===== config.mk =====
export PLATFORM = sky130hd
export DESIGN_NAME = finger_judge
export DESIGN_NICKNAME = d
export VERILOG_FILES = /design/src/rtl/finger_dancer_pkg.sv /design/src/rtl/button_debouncer.sv /design/src/rtl/finger_judge.sv
export SDC_FILE = /design/constraint.sdc
export NUM_CORES = 1
export LEC_CHECK = 0
export ABC_CLOCK_PERIOD_IN_PS = 2700
export CAP_MARGIN = 25
export CORE_AREA = 2 2 121 123
export CTS_BUF_LIST = sky130_fd_sc_hd__clkbuf_4
export DETAILED_ROUTE_END_ITERATION = 8
export DIE_AREA = 0 0 123 125
export PLACE_DENSITY = 0.64
export SYNTH_ARGS = -nofsm -noshare
export SYNTH_HDL_FRONTEND = slang
export SYNTH_SLANG_ARGS = --single-unit

===== constraint.sdc =====
create_clock -name clk -period 2.7 [get_ports clk]
set_clock_uncertainty 0.2 [all_clocks]
set_input_delay 0.27 -clock clk [delete_from_list [all_inputs] [get_ports clk]]
set_output_delay 0.27 -clock clk [all_outputs]
set_load 0.005 [all_outputs]

===== src/rtl/finger_dancer_pkg.sv =====
// rtl/finger_dancer_pkg.sv - shared game states, LFSR taps and display mode encodings
package finger_dancer_pkg;

  typedef enum logic [2:0] {
    ST_IDLE = 3'd0,
    ST_LOAD = 3'd1,
    ST_PLAY = 3'd2,
    ST_NEXT = 3'd3,
    ST_DONE = 3'd4
  } state_t;

  // Feedback taps b7, b5, b4, b3 of the pattern LFSR
  localparam logic [7:0] LFSR_TAPS = 8'hB8;

  // Display mode as seen by the display block on {C, res}
  localparam logic [1:0] MODE_FAIL  = 2'b00;
  localparam logic [1:0] MODE_PASS  = 2'b01;
  localparam logic [1:0] MODE_SCORE = 2'b10;

  function automatic logic [7:0] lfsr_next(input logic [7:0] s);
    return {s[6:0], ^(s & LFSR_TAPS)};
  endfunction

  // An all-zero pattern would be unplayable, so it becomes a single finger
  function automatic logic [3:0] pattern_of(input logic [3:0] l);
    return (l == 4'b0000) ? 4'b0001 : l;
  endfunction

endpackage


===== src/rtl/button_debouncer.sv =====
// rtl/button_debouncer.sv - one-bit synchronizer plus stable-count debouncer
module button_debouncer #(
  parameter int DEBOUNCE_CYCLES = 500000
) (
  input  logic clk,
  input  logic rst,
  input  logic din,
  output logic dout
);

  localparam int CW = $clog2(DEBOUNCE_CYCLES + 1);

  logic          sync1;
  logic          sync2;
  logic [CW-1:0] cnt;

  always_ff @(posedge clk) begin
    if (!rst) begin
      sync1 <= 1'b0;
      sync2 <= 1'b0;
      cnt   <= '0;
      dout  <= 1'b0;
    end else begin
      sync1 <= din;
      sync2 <= sync1;
      // Any sample agreeing with the current output restarts the stability run
      if (sync2 == dout) begin
        cnt <= '0;
      end else if (cnt == CW'(DEBOUNCE_CYCLES - 1)) begin
        dout <= sync2;
        cnt  <= '0;
      end else begin
        cnt <= cnt + CW'(1);
      end
    end
  end

endmodule


===== src/rtl/finger_judge.sv =====
// rtl/finger_judge.sv - round pattern generation, hit/miss judging and scoring
module finger_judge
  import finger_dancer_pkg::*;
#(
  parameter int         DEBOUNCE_CYCLES = 500000,
  parameter int         ROUND_TICKS     = 4,
  parameter int         MAX_MISSES      = 3,
  parameter int         NUM_ROUNDS      = 32,
  parameter int         PASS_SCORE      = 20,
  parameter logic [7:0] LFSR_SEED       = 8'hA5
) (
  input  logic       clk,
  input  logic       rst,
  input  logic [3:0] btn,
  input  logic       start,
  input  logic       tick,
  output logic [3:0] pattern,
  output logic [7:0] score,
  output logic       C,
  output logic       res
);

  localparam int TW = $clog2(ROUND_TICKS + 1);
  localparam int MW = $clog2(MAX_MISSES + 1);
  localparam int RW = $clog2(NUM_ROUNDS + 1);

  logic [3:0]    deb;
  state_t        state;
  logic [7:0]    lfsr;
  logic [TW-1:0] tick_cnt;
  logic [MW-1:0] misses;
  logic [RW-1:0] rounds;
  logic          armed;
  logic [1:0]    disp_mode;

  logic          hit;
  logic [7:0]    lfsr_adv;
  logic [RW-1:0] rounds_inc;

  for (genvar gi = 0; gi < 4; gi++) begin : g_db
    button_debouncer #(
      .DEBOUNCE_CYCLES(DEBOUNCE_CYCLES)
    ) u_db (
      .clk (clk),
      .rst (rst),
      .din (btn[gi]),
      .dout(deb[gi])
    );
  end

  assign hit        = armed && (deb == pattern);
  assign lfsr_adv   = lfsr_next(lfsr);
  assign rounds_inc = rounds + RW'(1);
  assign C          = disp_mode[1];
  assign res        = disp_mode[0];

  always_ff @(posedge clk) begin
    if (!rst) begin
      state     <= ST_IDLE;
      lfsr      <= LFSR_SEED;
      pattern   <= 4'b0000;
      score     <= 8'd0;
      tick_cnt  <= '0;
      misses    <= '0;
      rounds    <= '0;
      armed     <= 1'b0;
      disp_mode <= MODE_SCORE;
    end else begin
      case (state)
        ST_IDLE, ST_DONE: begin
          if (start) begin
            score     <= 8'd0;
            misses    <= '0;
            rounds    <= '0;
            lfsr      <= LFSR_SEED;
            disp_mode <= MODE_SCORE;
            state     <= ST_LOAD;
          end
        end
        ST_LOAD: begin
          lfsr     <= lfsr_adv;
          pattern  <= pattern_of(lfsr_adv[3:0]);
          tick_cnt <= '0;
          armed    <= 1'b0;
          state    <= ST_PLAY;
        end
        ST_PLAY: begin
          if (deb == 4'b0000) armed <= 1'b1;
          // A hit takes priority over a window-closing tick in the same cycle
          if (hit) begin
            if (score != 8'hFF) score <= score + 8'd1;
            pattern <= 4'b0000;
            state   <= ST_NEXT;
          end else if (tick) begin
            if (tick_cnt == TW'(ROUND_TICKS - 1)) begin
              misses  <= misses + MW'(1);
              pattern <= 4'b0000;
              state   <= ST_NEXT;
            end else begin
              tick_cnt <= tick_cnt + TW'(1);
            end
          end
        end
        ST_NEXT: begin
          rounds <= rounds_inc;
          if (misses == MW'(MAX_MISSES) || rounds_inc == RW'(NUM_ROUNDS)) begin
            disp_mode <= (score >= 8'(PASS_SCORE)) ? MODE_PASS : MODE_FAIL;
            state     <= ST_DONE;
          end else begin
            state <= ST_LOAD;
          end
        end
        default: state <= ST_IDLE;
      endcase
    end
  end

endmodule


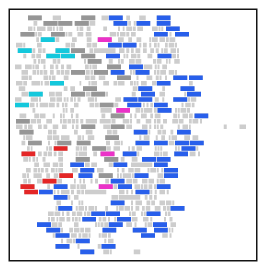
Fig. 1. Sequential cells coloured by netlist name (run 1).
Drawn at 2 px/µm. Other sequential cells in the stronger grey, the rest of the logic in the fainter grey.
- g_db.u_db.sync1: magenta (placed flops 4)
- score: cyan (placed flops 8; where north-west)
- g_db.u_db.cnt: blue (placed flops 76)
- rounds: red (placed flops 6)
- not coloured: 31
proportion of cell area occupied by registers: 0.3996
sequential standard cell area: 2502 µm²
final design utilization: 0.4409

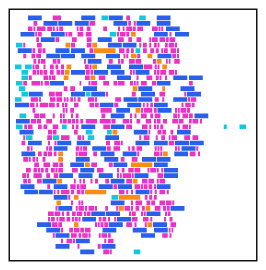
Fig. 2. Placed cells, one colour a class (run 1).
Drawn at 2 px/µm.
- all other logic: magenta (cells 492; share of their area 49%)
- flops: blue (cells 125; share of their area 41%)
- clock drivers and dummy loads: orange (cells 32; share of their area 5.5%)
- other buffers and delay cells: cyan (cells 26; share of their area 4.1%)
area of all placed cells without fillers: 6262 µm²
Core Box Area: 14200 µm²
count of standard-cell rows: 44

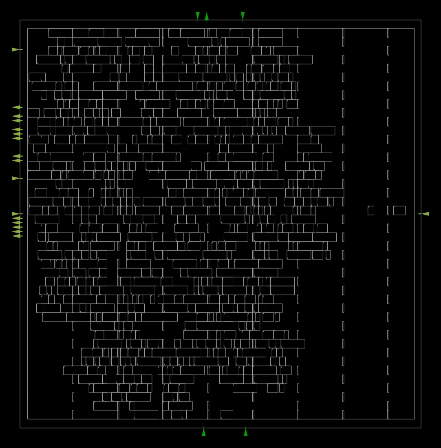
Fig. 3. Cell placement (run 1).
Taps Inserted: 184
filler-free cell count of the finished design: 859

==> qor.yml, run 1 <==
fp.dieW_um: 123
cts_made_buffers: 17
top_area_frac: 0.4510
achievable-frequency_mhz: 461.0
dominantRegCellSynth: "dfxtp_1"
yosysWarningCount: 0
groute.layer.met2.usage: 0.2467
clock_h_tree_levels: 4
synth.net_count: 651
worst_setup_path_start_kind: "flop"
setup_tns_ns: 0
gp_congestion: 0.8421
dr.first_iter.drc_count: 172
initial_core_util: 0.3907
synth.distinct_cells: 53
detail_route.wirelength_um: 10920
overall_routing_resource_usage: 0.1551
worstHoldPathType: "input port to flop"
chip_area_um2: 15380
timing.critical_path.required_ns: 2.91
vdd_drop_max_uv: 265.3
setup.worst_path.class: "flop to flop"
slew-limit-headroom: 0.4588
edf_count: 0
via_count: 4395
grt_start_max_net_pins: 25
route.detailed.vias_per_inst: 5.116
min_period_over_period: 0.8034
top_area_cell: "dfxtp_1"
top_cells_by_area: "dfxtp_1 (45%), xor2_1 (7.3%), nor2_1 (7.2%)"
grt_antenna_before_repair: 0
timing.final.max_slew_violations: 0
timing_worst_slew_pin_value_ns: 0.8044
hpwl_um: 7667
ys_top_cells_by_count: "dfxtp_1 (125), nor2_1 (106), nand2_1 (54), xor2_1 (46), nand3_1 (38)"
yosysChipArea_um2: 5549
worstHoldPathCells: 2
fillers: 1403
global_route.overflow_total: 0
syn_area_um2: 5549
ctsLongestPathBuffers: 2
fin_nets: 680
power_leakage_nw: 2.060
use_met1: 0.1948
final.setup.worst_slack_ns: 0.5307
die-height_um: 125
grt_most_used_layer: "met2"
fin_total_pwr_w: 0.003651
worstRegToRegCells: 6
antenna_cells_inserted: 0
post-synth-top-count-cell: "dfxtp_1"
drt_first_pass_iters: 5
power_per_cell_area_nw_per_um2: 583.0
drive_above_1_share: 0.07407
pin_count: 22
rsz0062_at_grt: "false"
post_synth.cell_area_avg_um2: 8.766
status: "completed"
cp.arrival_ns: 2.38
cts.root.buffer_cell: "clkbuf_4"
wire_per_inst_um: 12.71
fin_crit_ns: 2.169
yosys_cells: 633
run 1: cell usage in the layout (no fill, tap or decap), types with 14 or more instances in the layout:
cell	Yosys	final
inv_1	15	15
nand3_1	38	38
clkbuf_4	0	18
nor2_1	106	106
clkdlybuf4s50_1	0	20
xor2_1	46	46
xnor2_1	29	29
nor2b_1	14	14
nand4_1	21	21
dfxtp_1	125	125
o21ai_0	15	15
nand2_1	54	54
run 1: layer usage:
layer	share of wire	routed length [µm]	vias up
li1	-	-	2244
met1	0.47	5117	2052
met2	0.48	5193	84
met3	0.042	457	15
met4	0.014	150	0
met5	0	0	-
run 1: logic make-up after synthesis:
| logic type | count (synthesis) | share of synthesized area |
|---|---|---|
| buf+inv | 31 | 0.02661 |
| fa+ha+maj | 10 | 0.02255 |
| xor+xnor | 78 | 0.1272 |
| compound gates | 68 | 0.08072 |
| simple gates | 316 | 0.2830 |
| mux | 5 | 0.009020 |
| flops | 125 | 0.4510 |
run 1: where the power goes:
group	total, W	leakage, nW	switching [W]	internal, W
Combinational	0.000261	0.901	0.000153	0.000108
Clock	0.00147	0.149	0.000726	0.000743
Sequential	0.00192	1.01	0.0000406	0.00188
run 1: path summary, 6_finish.rpt:
check	slack, ns	endpoint	from
setup / recovery	0.53	g_db[3].u_db.cnt[8]$_SDFF_PP0_	g_db[3].u_db.cnt[0]$_SDFF_PP0_
hold reg to reg	0.24	g_db[2].u_db.sync2$_SDFF_PN0_	g_db[2].u_db.sync1$_SDFF_PN0_
setup reg to reg	0.53	g_db[3].u_db.cnt[8]$_SDFF_PP0_	g_db[3].u_db.cnt[0]$_SDFF_PP0_
hold / removal	0.13	g_db[1].u_db.sync1$_SDFF_PN0_	btn[1]
run 1: state kept, by name, summed over array words and instances, names as in the netlist:
| signal | count |
|---|---|
| g_db.u_db.sync2 | 4 |
| state | 3 |
| tick_cnt | 3 |
| g_db.u_db.dout | 4 |
| g_db.u_db.sync1 | 4 |
| g_db.u_db.cnt | 76 |
| disp_mode | 2 |
| misses | 2 |
| rounds | 6 |
| pattern | 4 |
| armed | 1 |
| lfsr | 8 |
| score | 8 |
run 1: worst max-delay path, cell delays in order (launching register included):
cell     delay (ns)
dfxtp_1        0.38
ha_1           0.24
and4_1         0.26
nand3_1        0.09
nor4_1         0.40
or2_2          0.40
nor2_1         0.09
run 1: repair_timing:
item,CTS,global route
hold buffers,1,0
endpoints found under the hold margin,11,0
gates resized,0,0
run 1: layout make-up:
class	instances	area (µm²)	area share
multi-input combinational	477	2899	0.4629
sequential	125	2502	0.3996
timing repair buffer	26	245.2	0.03916
tap	184	230.2	0.03676
clock inverter	14	193.9	0.03097
clock buffer	18	135.1	0.02158
inverter	15	56.30	0.008991
run 1: metrics by stage:
step	instance area (µm²)	std cells
2_1_floorplan	5549	633
3_3_place_gp	5923	826
3_5_place_dp	5923	826
4_1_cts	6262	859
5_1_grt	6262	859
6_report	6262	859
Fig. 4: run 1, clock wires, drivers and flops
Drawn at 2 px/µm.
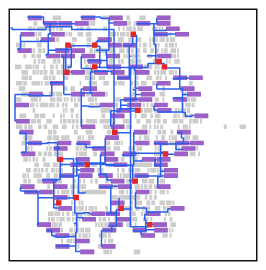

## Run 2: what changed since run 1
--- a/config.mk
+++ b/config.mk
@@ -5,13 +5,13 @@
 export SDC_FILE = /design/constraint.sdc
 export NUM_CORES = 1
 export LEC_CHECK = 0
-export ABC_CLOCK_PERIOD_IN_PS = 2700
+export ABC_CLOCK_PERIOD_IN_PS = 1940
 export CAP_MARGIN = 25
 export CORE_AREA = 2 2 121 123
 export CTS_BUF_LIST = sky130_fd_sc_hd__clkbuf_4
 export DETAILED_ROUTE_END_ITERATION = 8
 export DIE_AREA = 0 0 123 125
-export PLACE_DENSITY = 0.64
+export PLACE_DENSITY = 0.66
 export SYNTH_ARGS = -nofsm -noshare
 export SYNTH_HDL_FRONTEND = slang
 export SYNTH_SLANG_ARGS = --single-unit
==> constraint.sdc (replaced) <==
create_clock -name clk -period 1.94 [get_ports clk]
set_clock_uncertainty 0.2 [all_clocks]
set_input_delay 0.194 -clock clk [delete_from_list [all_inputs] [get_ports clk]]
set_output_delay 0.194 -clock clk [all_outputs]
set_load 0.005 [all_outputs]
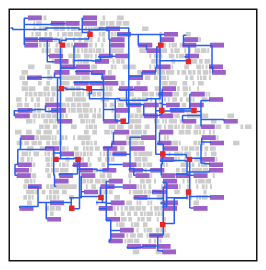
Fig. 5. Clock wires, drivers and flops (run 2).
Drawn at 2 px/µm.
- cells driving clock nets: red (count 17)
- clock wires: blue (length 1560 µm)
- flip-flops: purple (count 125)
- routed clock nets: 18
power dissipated in the clock network: 0.00183 W
clock network fraction of total power: 0.369
later-pin clock latency in the skew report: 0.53 ns

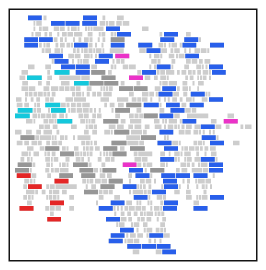
Fig. 6. Sequential cells coloured by netlist name (run 2).
Drawn at 2 px/µm. Other sequential cells in the stronger grey, the rest of the logic in the fainter grey.
- g_db.u_db.sync1: magenta (placed flops 4)
- rounds: red (placed flops 6; where south-west)
- g_db.u_db.cnt: blue (placed flops 76)
- score: cyan (placed flops 8; where west)
power attributed to sequential cells: 0.00267 W
final design utilization: 0.4735
sequential standard cell area: 2525 µm²

==> qor.yml, run 2 <==
status: "completed"
cts.root.buffer_cell: "clkbuf_4"
placed_cell_area_um2: 6299  # +6.3%
fin_nets: 727  # +6.9%
placed_cells: 870  # +5.3%
ctsLongestPathBuffers: 2  # unchanged
grt_start_max_net_pins: 42  # +68%
initial_core_util: 0.3907  # unchanged
synth_adder_area_share: 0.02255  # unchanged
post_synth.cell_area_avg_um2: 8.766  # unchanged
yosys_cells: 633  # unchanged
clock-sinks: 125
mi_logic_area_um2: 2990  # +3.2%
timing.final.max_slew_violations: 0  # unchanged
post_synth_and_or_nand_nor_area_fraction: 0.2830  # unchanged
placement_rows: 44  # unchanged
pin_count: 22  # unchanged
min_period_over_period: 0.9828  # +0.1794
cp.arrival_ns: 2.17  # -0.21 ns
detail_route.wirelength_um: 11410  # +4.5%
global_route.overflow_total: 0  # unchanged
cts_made_buffers: 17  # unchanged
yosysWarningCount: 0  # unchanged
critical_path.top_delay_family: "simple AND/OR/NAND/NOR gates"
synth.net_count: 651  # unchanged
yosysChipArea_um2: 5549  # unchanged
fin_crit_ns: 1.907  # -0.2625 ns
first_pass_grt_wire_length_um: 19880
mux_share: 0.009019  # unchanged
yosys.area_share.aoi: 0.08072  # unchanged
edf_count: 0  # unchanged
vdd_drop_max_uv: 349.5  # +32%
fillers: 1382  # -1.5%
drc: 0
wire_per_inst_um: 12.59  # -0.92%
clock_transition_at_the_register_clock_pins_on_the_worst_setup_and_hold_paths_after_cts_ns: 0.10
via_count: 4592  # +4.5%
achievable-frequency_mhz: 524.5  # +14%
power_per_cell_area_nw_per_um2: 738.8  # +27%
critical-path-slowest-cell: "or3_4"
synth.distinct_cells: 53  # unchanged
grt_antenna_before_repair: 0  # unchanged
route.detailed.vias_per_inst: 5.068  # -0.94%
grt_pass1_vias: 4614
clock_h_tree_levels: 4  # unchanged
mostFrequentLayoutCell: "dfxtp_1"
slew-limit-headroom: 0.6858  # +0.2270
coreArea_um2: 14200  # unchanged
critical_path.n_buffers_inverters: 1  # +1
gp_congestion: 0.8530  # +1.3%
chip_area_um2: 15380  # unchanged
timing.critical_path.to_type: "flop"
overall_routing_resource_usage: 0.1591  # +0.003986
post_layout_nonfiller_instances: 906  # +5.5%
setup.worst_path.class: "flop to flop"
drive_above_1_share: 0.1704  # +0.09629
power_leakage_nw: 2.381  # +16%
ys_seq_share: 0.4510
rsz0062_at_grt: "true"
top_area_frac: 0.4510  # unchanged
critical_path.cell_chain: "xnor2_2 > nand3_2 > buf_6 > o31a_4 > or3_4 > a21oi_2"
drt_first_pass_iters: 5  # unchanged
ys_top_cells_by_count: "dfxtp_1 (125), nor2_1 (106), nand2_1 (54), xor2_1 (46), nand3_1 (38)"
top_cells_by_area: "dfxtp_1 (45%), xor2_1 (7.3%), nor2_1 (7.2%)"
die-height_um: 125  # unchanged
worstHoldPathType: "input port to flop"
warnings: 29
syn_area_um2: 5549  # unchanged
largest_registers: "g_db.u_db.cnt (76), lfsr (8), score (8)"
dominantRegCellSynth: "dfxtp_1"
timing.max_cap.violations: 0
ys_top_logic_family: "simple AND/OR/NAND/NOR gates"
synth-xor-area-share: 0.1272  # unchanged
timing_worst_slew_pin_value_ns: 0.4709  # -0.3335 ns
timing.critical_path.required_ns: 2.20  # -0.71 ns
post-synth-top-count-cell: "dfxtp_1"
critPathMaxStageDelay_ns: 0.37  # -0.03 ns
fp.dieW_um: 123  # unchanged
dr.first_iter.drc_count: 216  # +26%
antenna_cells_inserted: 0  # unchanged
lay_top_cells: "dfxtp_1 (107), nor2_1 (106), nand2_1 (54)"
hpwl_um: 8175  # +6.6%
top_area_cell: "dfxtp_1"
largest_register: "g_db.u_db.cnt"
layout-area-overhead-vs-synth_pct: 21.20
worst_setup_path_start_kind: "flop"
largest_reg_flops: 76  # unchanged
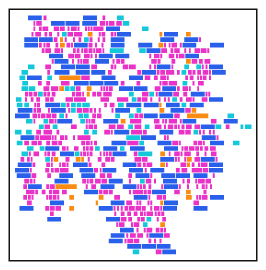
Fig. 7. Placed cells, one colour a class (run 2).
Drawn at 2 px/µm.
- clock drivers and dummy loads: orange (cells 32; share of their area 4.4%)
- all other logic: magenta (cells 492; share of their area 47%)
- other buffers and delay cells: cyan (cells 73; share of their area 9.8%)
- flops: blue (cells 125; share of their area 39%)
area of all placed cells without fillers: 6725 µm²
proportion of cell area occupied by registers: 0.3754

## run 2: cell families after synthesis
| kind of cell | after synthesis |
|---|---|
| and+or+nand+nor | 316 |
| DFF | 125 |
| xor gates and xnor gates | 78 |
| AOI/OAI and AO/OA | 68 |
| buffers and inverters | 31 |
| adders and majority gates | 10 |
| muxes | 5 |
## run 2: cell type report
class,count,area share
multi-input cells,477,0.4447
flip-flops and latches,125,0.3754
repair buffers,73,0.09470
well taps,184,0.03423
clock inverters,14,0.02251
clock buffers,18,0.02009
inverters,15,0.008372
## run 2: routing by layer
metal / vias to the layer above / track usage / part of all wire
met2: 62 / 0.2551 / 0.48
met4: 0 / 0.07487 / 0.012
met3: 10 / 0.04425 / 0.031
li1: 2340 / - / -
met5: - / 0 / 0
met1: 2180 / 0.1965 / 0.48
## run 2: where the power goes
group	internal, W	switching (W)
clock	0.000885	0.000947
combinational	0.000225	0.000243
sequential	0.00262	0.0000492
## run 2: what timing repair did
action                                  4_1_cts  5_1_grt
endpoints found under the setup margin       12       50
hold buffers                                  4        0
hold endpoints to repair                     53        0
pin swaps                                     0        7
resized                                      19       24
## run 2: path summary, 6_finish.rpt
path	startpoint	end	slack [ns]	cells past startpoint
max reg2reg	pattern[0]$_SDFFE_PN0P_	score[6]$_SDFFE_PN0P_	0.03	6
max	pattern[0]$_SDFFE_PN0P_	score[6]$_SDFFE_PN0P_	0.03	6
min	btn[2]	g_db[2].u_db.sync1$_SDFF_PN0_	0.10	2
min reg2reg	g_db[1].u_db.cnt[0]$_SDFF_PP0_	g_db[1].u_db.cnt[0]$_SDFF_PP0_	0.24	1
## run 2: stage by stage
| step | setup WS, ns | hold slack, ns | utilization | power, W | TNS, ns |
|---|---|---|---|---|---|
| 2_1_floorplan | 0.002106 | 0.1213 | - | 0.002988 | 0 |
| 5_1_grt | -0.01871 | 0.05691 | 0.4735 | 0.005216 | -0.01871 |
| 6_report | 0.03327 | 0.1002 | 0.4735 | 0.004968 | 0 |
| 4_1_cts | 0.001251 | 0.04264 | 0.4667 | 0.005031 | 0 |
| 3_5_place_dp | -0.06202 | 0.2281 | 0.4434 | 0.003168 | -0.1756 |
| 3_3_place_gp | -0.04073 | 0.2250 | 0.4434 | 0.003156 | -0.04073 |
## run 2: worst register-to-register path: stages, from the launching register on
cell and delay, ns:
dfxtp_2 0.35, xnor2_2 0.15, nand3_2 0.13, buf_6 0.15
o31a_4 0.36, or3_4 0.37, a21oi_2 0.14
Power figures rest on the tool's default switching activity, not on a simulated workload.
